Congestion heat map:
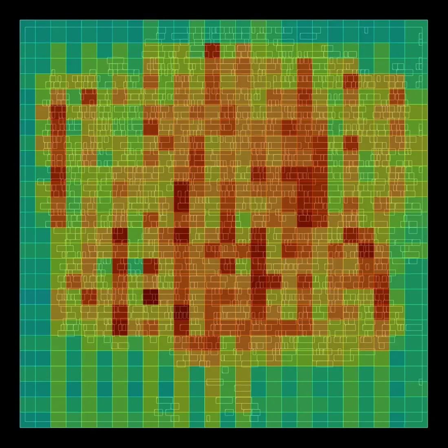
The metal 1 layer:
Scale: 2 px per um. Supply wires on this layer in gray.
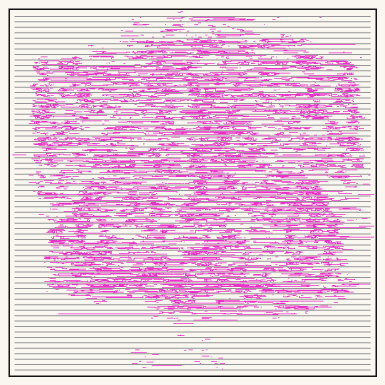
A small window of the routed layout:
Window x 76 to 106, y 113 to 143 um. Cells in gray, sequential cells in the stronger gray; small squares are vias.
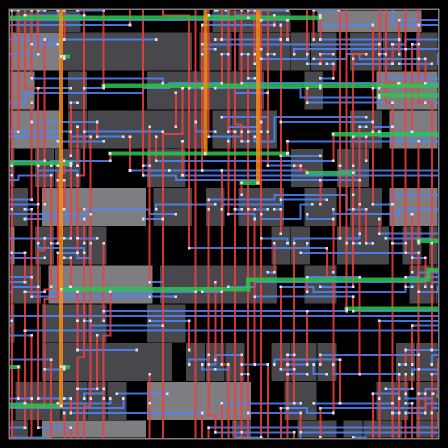
Gate families picked out:
Scale: 2 px per um.
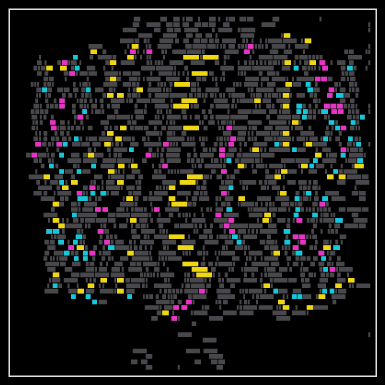
## src/rtl/motor_pwm_pkg.sv

```systemverilog
// motor_pwm_pkg: register map, status bit positions and per-channel state type
// shared by the motor_pwm_bank top level and its channel slices.
package motor_pwm_pkg;

  localparam logic [4:0] ADDR_PERIOD = 5'd0;
  localparam logic [4:0] ADDR_ENABLE = 5'd1;
  localparam logic [4:0] ADDR_STATUS = 5'd2;
  localparam logic [4:0] ADDR_DUTY0  = 5'd4;

  localparam int STATUS_RUNNING_BIT = 0;
  localparam int STATUS_RAMPING_BIT = 1;
  localparam int STATUS_BRAKE_LSB   = 8;
  localparam int DUTY_DIR_BIT       = 31;

  typedef enum logic {
    RUN   = 1'b0,
    BRAKE = 1'b1
  } chan_state_t;

endpackage

```

## src/rtl/motor_pwm_chan.sv

```systemverilog
// motor_pwm_chan: one motor channel. Holds the shadow (bus-written) and active
// (period-aligned) duty/direction, the RUN/BRAKE reversal sequence and the
// registered PWM compare against the shared counter.
// Optional build macro MOTOR_PWM_RAMP_EN: active duty slews toward the shadow
// value by at most RAMP_STEP per period, and a reversal ramps down to 0 first.
import motor_pwm_pkg::*;

module motor_pwm_chan #(
  parameter int WIDTH     = 14,
  parameter int RAMP_STEP = 64
) (
  input  logic             clk,
  input  logic             reset,
  input  logic             wr_en,
  input  logic [WIDTH-1:0] wr_duty,
  input  logic             wr_dir,
  input  logic             wrap,
  input  logic             running,
  input  logic             enable,
  input  logic [WIDTH-1:0] cnt,
  output logic             pwm,
  output logic             dir,
  output logic             ramping,
  output logic [WIDTH-1:0] shadow_duty,
  output logic             shadow_dir,
  output chan_state_t      state
);

`ifdef MOTOR_PWM_RAMP_EN
  localparam bit RAMP_EN = 1'b1;
`else
  localparam bit RAMP_EN = 1'b0;
`endif

  // Without ramping the step is larger than any possible difference, so the
  // same slew function degenerates into a direct load.
  localparam int STEP_EFF = RAMP_EN ? RAMP_STEP : (1 << WIDTH);

  logic [WIDTH-1:0] duty_act;
  logic             dir_mismatch;

  function automatic logic [WIDTH-1:0] ramp_toward(input logic [WIDTH-1:0] cur,
                                                   input logic [WIDTH-1:0] tgt);
    int diff;
    diff = int'(tgt) - int'(cur);
    if (diff < 0) diff = -diff;
    if (diff <= STEP_EFF) return tgt;
    else if (tgt > cur) return cur + WIDTH'(STEP_EFF);
    else return cur - WIDTH'(STEP_EFF);
  endfunction

  assign dir_mismatch = (shadow_dir != dir);
  assign ramping      = RAMP_EN & ((duty_act != shadow_duty) | dir_mismatch | (state == BRAKE));

  // Shadow capture, wrap-time loading with the RUN/BRAKE reversal sequence,
  // and the registered compare output.
  always_ff @(posedge clk) begin
    if (reset) begin
      shadow_duty <= '0;
      shadow_dir  <= 1'b0;
      duty_act    <= '0;
      dir         <= 1'b0;
      state       <= RUN;
      pwm         <= 1'b0;
    end else begin
      if (wr_en) begin
        shadow_duty <= wr_duty;
        shadow_dir  <= wr_dir;
      end
      if (wrap) begin
        case (state)
          RUN: begin
            if (dir_mismatch) begin
              // With ramping the duty must reach 0 before the brake period.
              if (RAMP_EN && (duty_act != '0)) duty_act <= ramp_toward(duty_act, '0);
              else state <= BRAKE;
            end else begin
              duty_act <= ramp_toward(duty_act, shadow_duty);
            end
          end
          BRAKE: begin
            state    <= RUN;
            dir      <= shadow_dir;
            duty_act <= ramp_toward(duty_act, shadow_duty);
          end
          default: state <= RUN;
        endcase
      end
      pwm <= running & enable & (state != BRAKE) & (cnt < duty_act);
    end
  end

endmodule

```

## src/rtl/motor_pwm_bank.sv

```systemverilog
// motor_pwm_bank: multi-channel PWM motor driver with an Avalon-MM slave.
// Shared prescaler and period counter feed CHANNELS motor_pwm_chan slices.
// Optional build macro MOTOR_PWM_RAMP_EN enables per-period duty ramping
// (handled inside motor_pwm_chan; reported in STATUS bit1).
//
// Bus handshake: a write is accepted in the cycle avs_write is high; a read
// issued with avs_read returns avs_readdata on the following cycle and the
// bus is never stalled (no waitrequest). avs_readdata is 0 when not reading.
import motor_pwm_pkg::*;

module motor_pwm_bank #(
  parameter int CHANNELS  = 4,
  parameter int WIDTH     = 14,
  parameter int PRESC     = 1,
  parameter int RAMP_STEP = 64
) (
  input  logic                clk_clk,
  input  logic                reset_reset,
  input  logic [4:0]          avs_address,
  input  logic                avs_write,
  input  logic [31:0]         avs_writedata,
  input  logic                avs_read,
  output logic [31:0]         avs_readdata,
  output logic [CHANNELS-1:0] pwm_out,
  output logic [CHANNELS-1:0] dir_out,
  output logic                period_tick
);

  localparam int PW = (PRESC > 1) ? $clog2(PRESC) : 1;

  logic [WIDTH-1:0]    period;
  logic [CHANNELS-1:0] enable;
  logic [WIDTH-1:0]    cnt;
  logic [PW-1:0]       presc_cnt;
  logic                running;
  logic                tick;
  logic                wrap;
  logic [31:0]         rd_mux;
  logic                unused_wdata;

  logic [CHANNELS-1:0] wr_sel;
  logic [CHANNELS-1:0] brake_w;
  logic [CHANNELS-1:0] ramping_w;
  logic [CHANNELS-1:0] shadow_dir_w;
  logic [WIDTH-1:0]    shadow_duty_w [CHANNELS];
  chan_state_t         chan_state    [CHANNELS];

  assign running      = (period != '0);
  assign tick         = running && (presc_cnt == PW'(PRESC - 1));
  assign wrap         = tick && (cnt >= period - WIDTH'(1));
  assign unused_wdata = ^avs_writedata;

  // Configuration registers written directly from the bus.
  always_ff @(posedge clk_clk) begin
    if (reset_reset) begin
      period <= '0;
      enable <= '0;
    end else if (avs_write) begin
      if (avs_address == ADDR_PERIOD) period <= avs_writedata[WIDTH-1:0];
      if (avs_address == ADDR_ENABLE) enable <= avs_writedata[CHANNELS-1:0];
    end
  end

  // Prescaler and period counter; both held at 0 while PERIOD is 0.
  always_ff @(posedge clk_clk) begin
    if (reset_reset) begin
      presc_cnt   <= '0;
      cnt         <= '0;
      period_tick <= 1'b0;
    end else begin
      if (!running || tick) presc_cnt <= '0;
      else presc_cnt <= presc_cnt + PW'(1);
      if (!running) cnt <= '0;
      else if (tick) cnt <= wrap ? '0 : cnt + WIDTH'(1);
      period_tick <= wrap;
    end
  end

  // Read decode; DUTY_i reads back the shadow (last written) value.
  always_comb begin
    rd_mux = '0;
    case (avs_address)
      ADDR_PERIOD: rd_mux[WIDTH-1:0] = period;
      ADDR_ENABLE: rd_mux[CHANNELS-1:0] = enable;
      ADDR_STATUS: begin
        rd_mux[STATUS_RUNNING_BIT]               = running;
        rd_mux[STATUS_RAMPING_BIT]               = |ramping_w;
        rd_mux[STATUS_BRAKE_LSB +: CHANNELS]     = brake_w;
      end
      default: begin
        for (int i = 0; i < CHANNELS; i++) begin
          if (avs_address == ADDR_DUTY0 + 5'(i)) begin
            rd_mux[WIDTH-1:0]    = shadow_duty_w[i];
            rd_mux[DUTY_DIR_BIT] = shadow_dir_w[i];
          end
        end
      end
    endcase
  end

  // One-cycle read data register.
  always_ff @(posedge clk_clk) begin
    if (reset_reset) avs_readdata <= '0;
    else avs_readdata <= avs_read ? rd_mux : '0;
  end

  for (genvar i = 0; i < CHANNELS; i++) begin : g_chan
    assign wr_sel[i]  = avs_write && (avs_address == ADDR_DUTY0 + 5'(i));
    assign brake_w[i] = (chan_state[i] == BRAKE);

    motor_pwm_chan #(
      .WIDTH     (WIDTH),
      .RAMP_STEP (RAMP_STEP)
    ) u_chan (
      .clk         (clk_clk),
      .reset       (reset_reset),
      .wr_en       (wr_sel[i]),
      .wr_duty     (avs_writedata[WIDTH-1:0]),
      .wr_dir      (avs_writedata[DUTY_DIR_BIT]),
      .wrap        (wrap),
      .running     (running),
      .enable      (enable[i]),
      .cnt         (cnt),
      .pwm         (pwm_out[i]),
      .dir         (dir_out[i]),
      .ramping     (ramping_w[i]),
      .shadow_duty (shadow_duty_w[i]),
      .shadow_dir  (shadow_dir_w[i]),
      .state       (chan_state[i])
    );
  end

endmodule

```

## config.mk

```make
export PLATFORM = sky130hd
export DESIGN_NAME = motor_pwm_bank
export DESIGN_NICKNAME = d
export VERILOG_FILES = /design/src/rtl/motor_pwm_pkg.sv /design/src/rtl/motor_pwm_chan.sv /design/src/rtl/motor_pwm_bank.sv
export SDC_FILE = /design/constraint.sdc
export NUM_CORES = 1
export LEC_CHECK = 0
export CAP_MARGIN = 20
export CORE_MARGIN = 2
export CORE_UTILIZATION = 40
export DETAILED_ROUTE_END_ITERATION = 10
export HOLD_SLACK_MARGIN = 0.12
export PLACE_DENSITY_LB_ADDON = 0.3
export SLEW_MARGIN = 20
export SYNTH_ARGS = -nofsm -noshare
export SYNTH_HDL_FRONTEND = slang
export SYNTH_SLANG_ARGS = --single-unit
```

## constraint.sdc

```tcl
create_clock -name clk_clk -period 4.35 [get_ports clk_clk]
set_input_delay 0.87 -clock clk_clk [delete_from_list [all_inputs] [get_ports clk_clk]]
set_output_delay 0.87 -clock clk_clk [all_outputs]
set_load 0.05 [all_outputs]
```

==> results.py <==
# Physical implementation metrics
metrics = {
    "routing": {
        "drtIter0Drc": 923,
        "drt-met1-wl_um": 17200,
        "wl_met3_um": 1660,
        "drc": 0,
    },
    "outcome": {
        "outcome": "finished, final reports clean",
    },
    "synthesis": {
        "ys_top_cells_by_count": "nand2_1, dfxtp_1, a21oi_1",
        "ys.flop_type": "dfxtp_1",
        "simple_gate_share": 0.204,
    },
    "cells_and_area": {
        "bufAreaShareNonClock": 0.0576,
        "dominant_cells": "combinational gates",
        "postLayoutCellArea_um2": 14400,
        "flops": 177,
        "logic_gates": 1248,
    },
    "final_timing": {
        "fin_skew_ps": 10.4,
        "fmax_ghz": 0.241,
    },
    "pwr": {
        "p_seq_frac": 0.452,
    },
    "worst_setup_path": {
        "cp.depth": 21,
    },
    "min_path": {
        "hold_end": "g_chan[2].u_chan.duty_act[10]",
    },
    "clock_network": {
        "insertion_delay_ps": 440,
    },
    "global_route": {
        "grt_use_met2": 0.389,
        "gr-max-usage-layer": "met2",
    },
    "place": {
        "preCtsSetupSlack_ps": 68.7,
    },
    "floorplan": {
        "ios": 82,
    },
}
Notes on 'congestion heat map' above:
met3 Usage GRT: 0.0314
drt wl/cell: 18.7 um
total global-route track usage: 0.232

Notes on 'the metal 1 layer' above:
The layer carries 17200 um of wire. 1661 nets have wire on it. The wires run mostly horizontal.
met1 global-route usage: 0.298
routed via count: 11700

Notes on 'a small window of the routed layout' above:
Key: red = M2; green = M3; blue = M1; orange = M4
Netlist names of flops here include `g_chan.u_chan.shadow_duty` (2), `period` (2). Sequential cells in the window: 5. 68 logic cells have their middle in the window. Most frequent: nand2_1 (22), a21oi_1 (8).

Notes on 'gate families picked out' above:
Key: magenta = xor and xnor cells [cells 63, most used xnor2_1]; yellow = mux cells [cells 87, most used mux2i_1, where all over the die]; cyan = non-inverting ao/oa cells [cells 80, most used a21o_1]
Post-Layout Cell Count: 2035
logic share of the area: 0.597

No activity file was given, so power comes from the tool's default toggle rates.
